[src/rtl/fb_pkg.sv]
`default_nettype none
// ============================================================================
// Module   : fb_pkg
// Purpose  : Shared sizes, FSM state encoding and colour constants for the
//            frame-buffer arbiter slice.
// Revision : 1.0  initial release
// ============================================================================
package fb_pkg;

    localparam int FB_ADDR_W = 10;
    localparam int FB_DATA_W = 8;
    localparam int FB_DEPTH  = 1024;

    localparam logic [0:0] ST_IDLE  = 1'b0;
    localparam logic [0:0] ST_CLEAR = 1'b1;

    localparam logic [7:0] COLOR_BLACK = 8'h00;
    localparam logic [7:0] COLOR_WHITE = 8'hFF;

endpackage
`default_nettype wire

[src/rtl/fb_clear_sequencer.sv]
`default_nettype none
// ============================================================================
// Module   : fb_clear_sequencer
// Purpose  : Full-buffer fill sequencer: address counter, colour latch, stall
//            and terminal detect. Optional macro FB_AUTOCLEAR_EN starts a
//            black fill automatically when reset is released.
// Revision : 1.0  initial release
// ============================================================================
module fb_clear_sequencer
    import fb_pkg::*;
#(
    parameter int ADDR_W = FB_ADDR_W,
    parameter int DATA_W = FB_DATA_W,
    parameter int DEPTH  = FB_DEPTH
) (
    input  logic              clk,
    input  logic              rst,
    input  logic              i_start,
    input  logic [DATA_W-1:0] i_color,
    input  logic              i_stall,
    output logic              o_starting,
    output logic              o_active,
    output logic              o_busy,
    output logic              o_wr_grant,
    output logic [ADDR_W-1:0] o_addr,
    output logic [DATA_W-1:0] o_color
);

    localparam logic [ADDR_W-1:0] c_last_addr = ADDR_W'(DEPTH - 1);

    logic [0:0]        r_state;
    logic [ADDR_W-1:0] r_count;
    logic [DATA_W-1:0] r_color;
    logic              r_busy;
    logic              r_last_issued;
    logic              w_start_req;
    logic [DATA_W-1:0] w_start_color;
    logic              w_terminal;

`ifdef FB_AUTOCLEAR_EN
    // Pending pseudo-start held through reset, consumed on the first clock.
    logic r_auto_pend;

    always_ff @(posedge clk or posedge rst) begin
        if (rst) begin
            r_auto_pend <= 1'b1;
        end else begin
            r_auto_pend <= 1'b0;
        end
    end

    assign w_start_req   = i_start | r_auto_pend;
    assign w_start_color = r_auto_pend ? DATA_W'(COLOR_BLACK) : i_color;
`else
    assign w_start_req   = i_start;
    assign w_start_color = i_color;
`endif

    assign o_starting = w_start_req && (r_state == ST_IDLE);
    assign o_active   = (r_state == ST_CLEAR);
    assign o_wr_grant = o_active && !i_stall;
    assign w_terminal = o_wr_grant && (r_count == c_last_addr);
    assign o_busy     = r_busy;
    assign o_addr     = r_count;
    assign o_color    = r_color;

    // Busy drops one cycle after the final write reaches the RAM port.
    always_ff @(posedge clk or posedge rst) begin
        if (rst) begin
            r_state       <= ST_IDLE;
            r_count       <= '0;
            r_color       <= '0;
            r_busy        <= 1'b0;
            r_last_issued <= 1'b0;
        end else begin
            r_last_issued <= w_terminal;
            if (o_starting) begin
                r_state <= ST_CLEAR;
                r_count <= '0;
                r_color <= w_start_color;
                r_busy  <= 1'b1;
            end else begin
                if (w_terminal) begin
                    r_state <= ST_IDLE;
                    r_count <= '0;
                end else if (o_wr_grant) begin
                    r_count <= r_count + 1'b1;
                end
                if (r_last_issued) begin
                    r_busy <= 1'b0;
                end
            end
        end
    end

endmodule
`default_nettype wire

[src/rtl/framebuffer_arbiter.sv]
`default_nettype none
// ============================================================================
// Module   : framebuffer_arbiter
// Purpose  : Single-port frame RAM arbiter: VGA fetch > clear fill > draw
//            write, registered RAM port and 3-cycle VGA read pipeline.
//            Optional macro FB_AUTOCLEAR_EN (see fb_clear_sequencer).
// Revision : 1.0  initial release
// ============================================================================
module framebuffer_arbiter
    import fb_pkg::*;
#(
    parameter int ADDR_W = FB_ADDR_W,
    parameter int DEPTH  = FB_DEPTH,
    parameter int DATA_W = FB_DATA_W
) (
    input  logic              clk,
    input  logic              rst,
    input  logic              vga_req,
    input  logic [ADDR_W-1:0] vga_addr,
    output logic              vga_valid,
    output logic [DATA_W-1:0] vga_data,
    input  logic              draw_req,
    input  logic [ADDR_W-1:0] draw_addr,
    input  logic [DATA_W-1:0] draw_data,
    output logic              draw_ack,
    input  logic              clr_start,
    input  logic [DATA_W-1:0] clr_color,
    output logic              clr_busy,
    output logic              ram_en,
    output logic              ram_we,
    output logic [ADDR_W-1:0] ram_addr,
    output logic [DATA_W-1:0] ram_wdata,
    input  logic [DATA_W-1:0] ram_rdata
);

    logic              w_clr_starting;
    logic              w_clr_active;
    logic              w_clr_grant;
    logic [ADDR_W-1:0] w_clr_addr;
    logic [DATA_W-1:0] w_clr_color;
    logic              w_draw_grant;

    logic              r_ram_en;
    logic              r_ram_we;
    logic [ADDR_W-1:0] r_ram_addr;
    logic [DATA_W-1:0] r_ram_wdata;
    logic              r_draw_ack;
    logic              r_rd_p1;
    logic              r_vga_valid;
    logic [DATA_W-1:0] r_vga_data;

    fb_clear_sequencer #(
        .ADDR_W (ADDR_W),
        .DATA_W (DATA_W),
        .DEPTH  (DEPTH)
    ) u_clear (
        .clk        (clk),
        .rst        (rst),
        .i_start    (clr_start),
        .i_color    (clr_color),
        .i_stall    (vga_req),
        .o_starting (w_clr_starting),
        .o_active   (w_clr_active),
        .o_busy     (clr_busy),
        .o_wr_grant (w_clr_grant),
        .o_addr     (w_clr_addr),
        .o_color    (w_clr_color)
    );

    // A request still high in its own ack cycle must not be granted again.
    assign w_draw_grant = draw_req && !vga_req && !r_draw_ack
                       && !w_clr_active && !w_clr_starting;

    always_ff @(posedge clk or posedge rst) begin
        if (rst) begin
            r_ram_en    <= 1'b0;
            r_ram_we    <= 1'b0;
            r_ram_addr  <= '0;
            r_ram_wdata <= '0;
            r_draw_ack  <= 1'b0;
            r_rd_p1     <= 1'b0;
            r_vga_valid <= 1'b0;
            r_vga_data  <= '0;
        end else begin
            r_ram_en   <= vga_req || w_clr_grant || w_draw_grant;
            r_ram_we   <= w_clr_grant || w_draw_grant;
            r_draw_ack <= w_draw_grant;
            if (vga_req) begin
                r_ram_addr  <= vga_addr;
                r_ram_wdata <= '0;
            end else if (w_clr_grant) begin
                r_ram_addr  <= w_clr_addr;
                r_ram_wdata <= w_clr_color;
            end else if (w_draw_grant) begin
                r_ram_addr  <= draw_addr;
                r_ram_wdata <= draw_data;
            end else begin
                r_ram_addr  <= '0;
                r_ram_wdata <= '0;
            end
            r_rd_p1     <= r_ram_en && !r_ram_we;
            r_vga_valid <= r_rd_p1;
            if (r_rd_p1) begin
                r_vga_data <= ram_rdata;
            end
        end
    end

    assign ram_en    = r_ram_en;
    assign ram_we    = r_ram_we;
    assign ram_addr  = r_ram_addr;
    assign ram_wdata = r_ram_wdata;
    assign draw_ack  = r_draw_ack;
    assign vga_valid = r_vga_valid;
    assign vga_data  = r_vga_data;

endmodule
`default_nettype wire
[config.mk]
export PLATFORM = sky130hd
export DESIGN_NAME = framebuffer_arbiter
export DESIGN_NICKNAME = d
export VERILOG_FILES = /design/src/rtl/fb_pkg.sv /design/src/rtl/fb_clear_sequencer.sv /design/src/rtl/framebuffer_arbiter.sv
export SDC_FILE = /design/constraint.sdc
export NUM_CORES = 1
export LEC_CHECK = 0
export ABC_AREA = 1
export CORE_ASPECT_RATIO = 1.5
export CORE_UTILIZATION = 55
export CTS_BUF_LIST = sky130_fd_sc_hd__clkbuf_8
export DETAILED_ROUTE_END_ITERATION = 10
export DONT_BUFFER_PORTS = 1
export HOLD_SLACK_MARGIN = 0.05
export PLACE_DENSITY = 0.74
export SYNTH_ARGS = -nofsm -noshare
export SYNTH_HDL_FRONTEND = slang
export SYNTH_SLANG_ARGS = --single-unit
[constraint.sdc]
create_clock -name clk -period 1.9 [get_ports clk]
set_clock_uncertainty 0.05 [all_clocks]
set_input_delay 0.285 -clock clk [delete_from_list [all_inputs] [get_ports clk]]
set_output_delay 0.285 -clock clk [all_outputs]
set_load 0.02 [all_outputs]
Run 1, placement by cell class:
Drawn at 4 px/um.
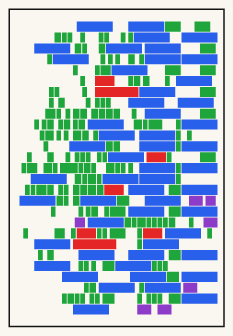
remaining buffers and delay cells: drawn in purple, cells 7. registers: drawn in blue, cells 52. clock drivers and dummy loads: drawn in red, cells 7. remaining logic cells: drawn in green, cells 169.

Run 1, clock distribution:
Drawn at 6 px/um.
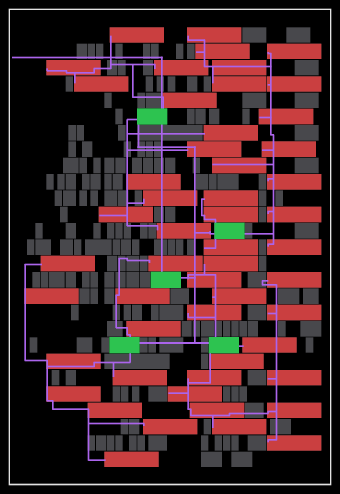
flip-flops: drawn in red, count 52. clock wires: drawn in purple, length 535 um. clock-net drivers: drawn in green, count 5.
There are 6 routed clock nets.

Run 1, signal wires on met3:
Drawn at 4 px/um. Cells faint in the background.
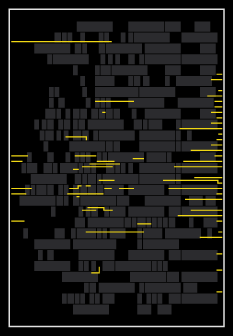
The layer carries 275 um of wire. The wires run mostly horizontal. The layer holds 6.1% of the routed length.
met3 global-route usage: 4.98%
total length of routed wires: 4500 um
via count of the routed design: 1581

Run 1, clock routing:
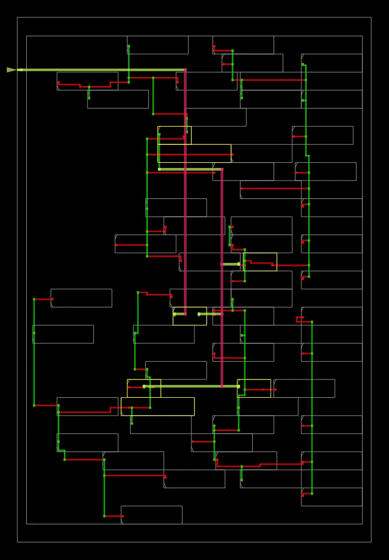
TritonCTS Sinks: 52
clock group total power: 856 uW

==> flow_summary.toml, run 1 <==
# physical design summary
[final_timing]
timing.max_slew.rel_slack_pct = 58.1
finalHoldViolations = 0
post_route_setup_tns_ps = 0

[pwr]
power.density_cell_area_nw_per_um2 = 1090
powerSeq_uw = 1430
ir_drop_mv = 0.937
post-layout-total-power_uw = 2600

[global_routing]
global_route.overflow_total = 0
grt_antenna_before_repair = 0

[setup_path]
crit_path_start = "u_clear.o_addr[0]$_DFFE_PP0P_"
worstReg2RegStart = "u_clear.o_addr[0]$_DFFE_PP0P_"
cpMaxStageDelayCell = "sky130_fd_sc_hd__dfrtp_1"

[finish]
buffers_excl_clock = 7
seq_share_pct = 54.3
final_layout_fill_cell_count = 307
non_clock_buffer_area_share_pct = 2.72
register_cell_area_after_layout_um2 = 1300
n_clock_buffer = 5
mostFrequentLayoutCell = "sky130_fd_sc_hd__nand2_1"

[yosys]
ys_sh_simple_pct = 21.7
synth.comb.largest_family = "simple AND/OR/NAND/NOR gates"
synth.top_cells.by_area = "sky130_fd_sc_hd__dfrtp_1 (60%), sky130_fd_sc_hd__nand2_1 (12%), sky130_fd_sc_hd__nand3_1 (4.1%)"
netlist.top_cell.by_area = "sky130_fd_sc_hd__dfrtp_1"
synth.yosys.warnings = 0
xor_share_pct = 0.403

[floorplanning]
placeableCoreArea_um2 = 3720
die_area_um2 = 4210

[clocking]
clock_tree_from_tritoncts = "done"
cts.clk_slew.worst_paths_ps = 90
worst_skew_pair.late_latency_ps = 300

[routing]
dr.pass1.iters = 4

[hold_path]
holdPathEnd = "u_clear.o_color[4]$_DFFE_PP0N_"

[run_status]
run_status = "finished clean"
Run 1, I/O nets highlighted:
Drawn at 6 px/um.
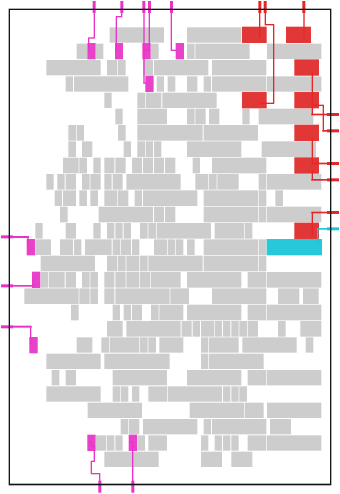

--- run 2 (diff from run 1) ---
==> constraint.sdc (replaced) <==
create_clock -name clk -period 1.6 [get_ports clk]
set_clock_uncertainty 0.05 [all_clocks]
set_input_delay 0.24 -clock clk [delete_from_list [all_inputs] [get_ports clk]]
set_output_delay 0.24 -clock clk [all_outputs]
set_load 0.02 [all_outputs]
Run 2, I/O nets highlighted:
Drawn at 6 px/um.
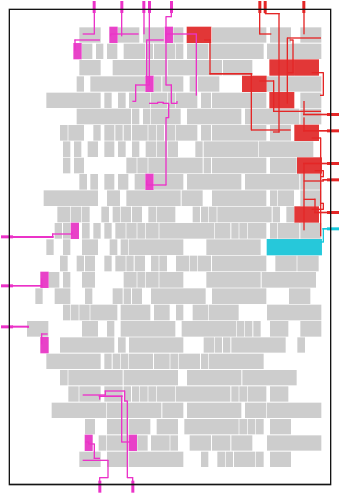
`vga_valid`: drawn in cyan, bits 1, direction output, edge right, end cells 1, buffers 0, wire 3.40 um. `vga_addr`: drawn in magenta, bits 10, direction input, edge 5 top, 3 left, 2 bottom, end cells 10, buffers 8, wire 180 um. `ram_rdata`: drawn in red, bits 8, direction input, edge 5 right, 3 top, end cells 8, buffers 8, wire 167 um.
I/O Buffers: 0
I/O Pins: 80

==> flow_summary.toml, run 2 <==
# physical design summary
[run_status]
run_status = "finished clean"

[finish]
mostFrequentLayoutCell = "sky130_fd_sc_hd__nand2_1"
non_clock_buffer_area_share_pct = 16.7
final_layout_fill_cell_count = 237
register_cell_area_after_layout_um2 = 1300
n_clock_buffer = 5
buffers_excl_clock = 47

[hold_path]
holdPathEnd = "ram_addr[4]$_DFF_PP0_"

[yosys]
ys_sh_simple_pct = 21.7
synth.top_cells.by_area = "sky130_fd_sc_hd__dfrtp_1 (60%), sky130_fd_sc_hd__nand2_1 (12%), sky130_fd_sc_hd__nand3_1 (4.1%)"
synth.comb.largest_family = "simple AND/OR/NAND/NOR gates"
xor_share_pct = 0.403
synth.yosys.warnings = 0

[routing]
dr.pass1.iters = 4
totalWireLength_um = 5580
routed-via-count = 1834

[global_routing]
grt_antenna_before_repair = 0
global_route.overflow_total = 0
grt_use_met3_pct = 5.56
wire_length_of_the_first_global_routing_pass_um = 9070

[final_timing]
post_route_setup_tns_ps = 0

[clocking]
cts.clk_slew.worst_paths_ps = 90
clock_tree_from_tritoncts = "done"
numClockSinks = 52

[pwr]
power.density_cell_area_nw_per_um2 = 1050
powerSeq_uw = 1710
powerClk_uw = 728
post-layout-total-power_uw = 2900

[setup_path]
crit_path_start = "u_clear.o_addr[1]$_DFFE_PP0P_"
cpMaxStageDelayCell = "sky130_fd_sc_hd__dfrtp_1"
worstReg2RegStart = "u_clear.o_addr[1]$_DFFE_PP0P_"
Run 2, placement by cell class:
Drawn at 4 px/um.
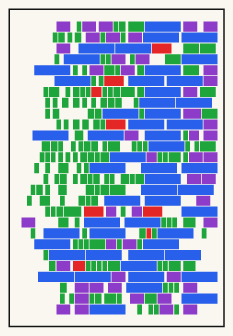
flip-flop and latch share of the layout cell area: 47.3%
Core Region: 3720 um2
summed area of non-filler cells in the final layout: 2750 um2
number of rows in the core area: 27
final core utilization: 74.0%

Power and IR drop assume default switching activity.
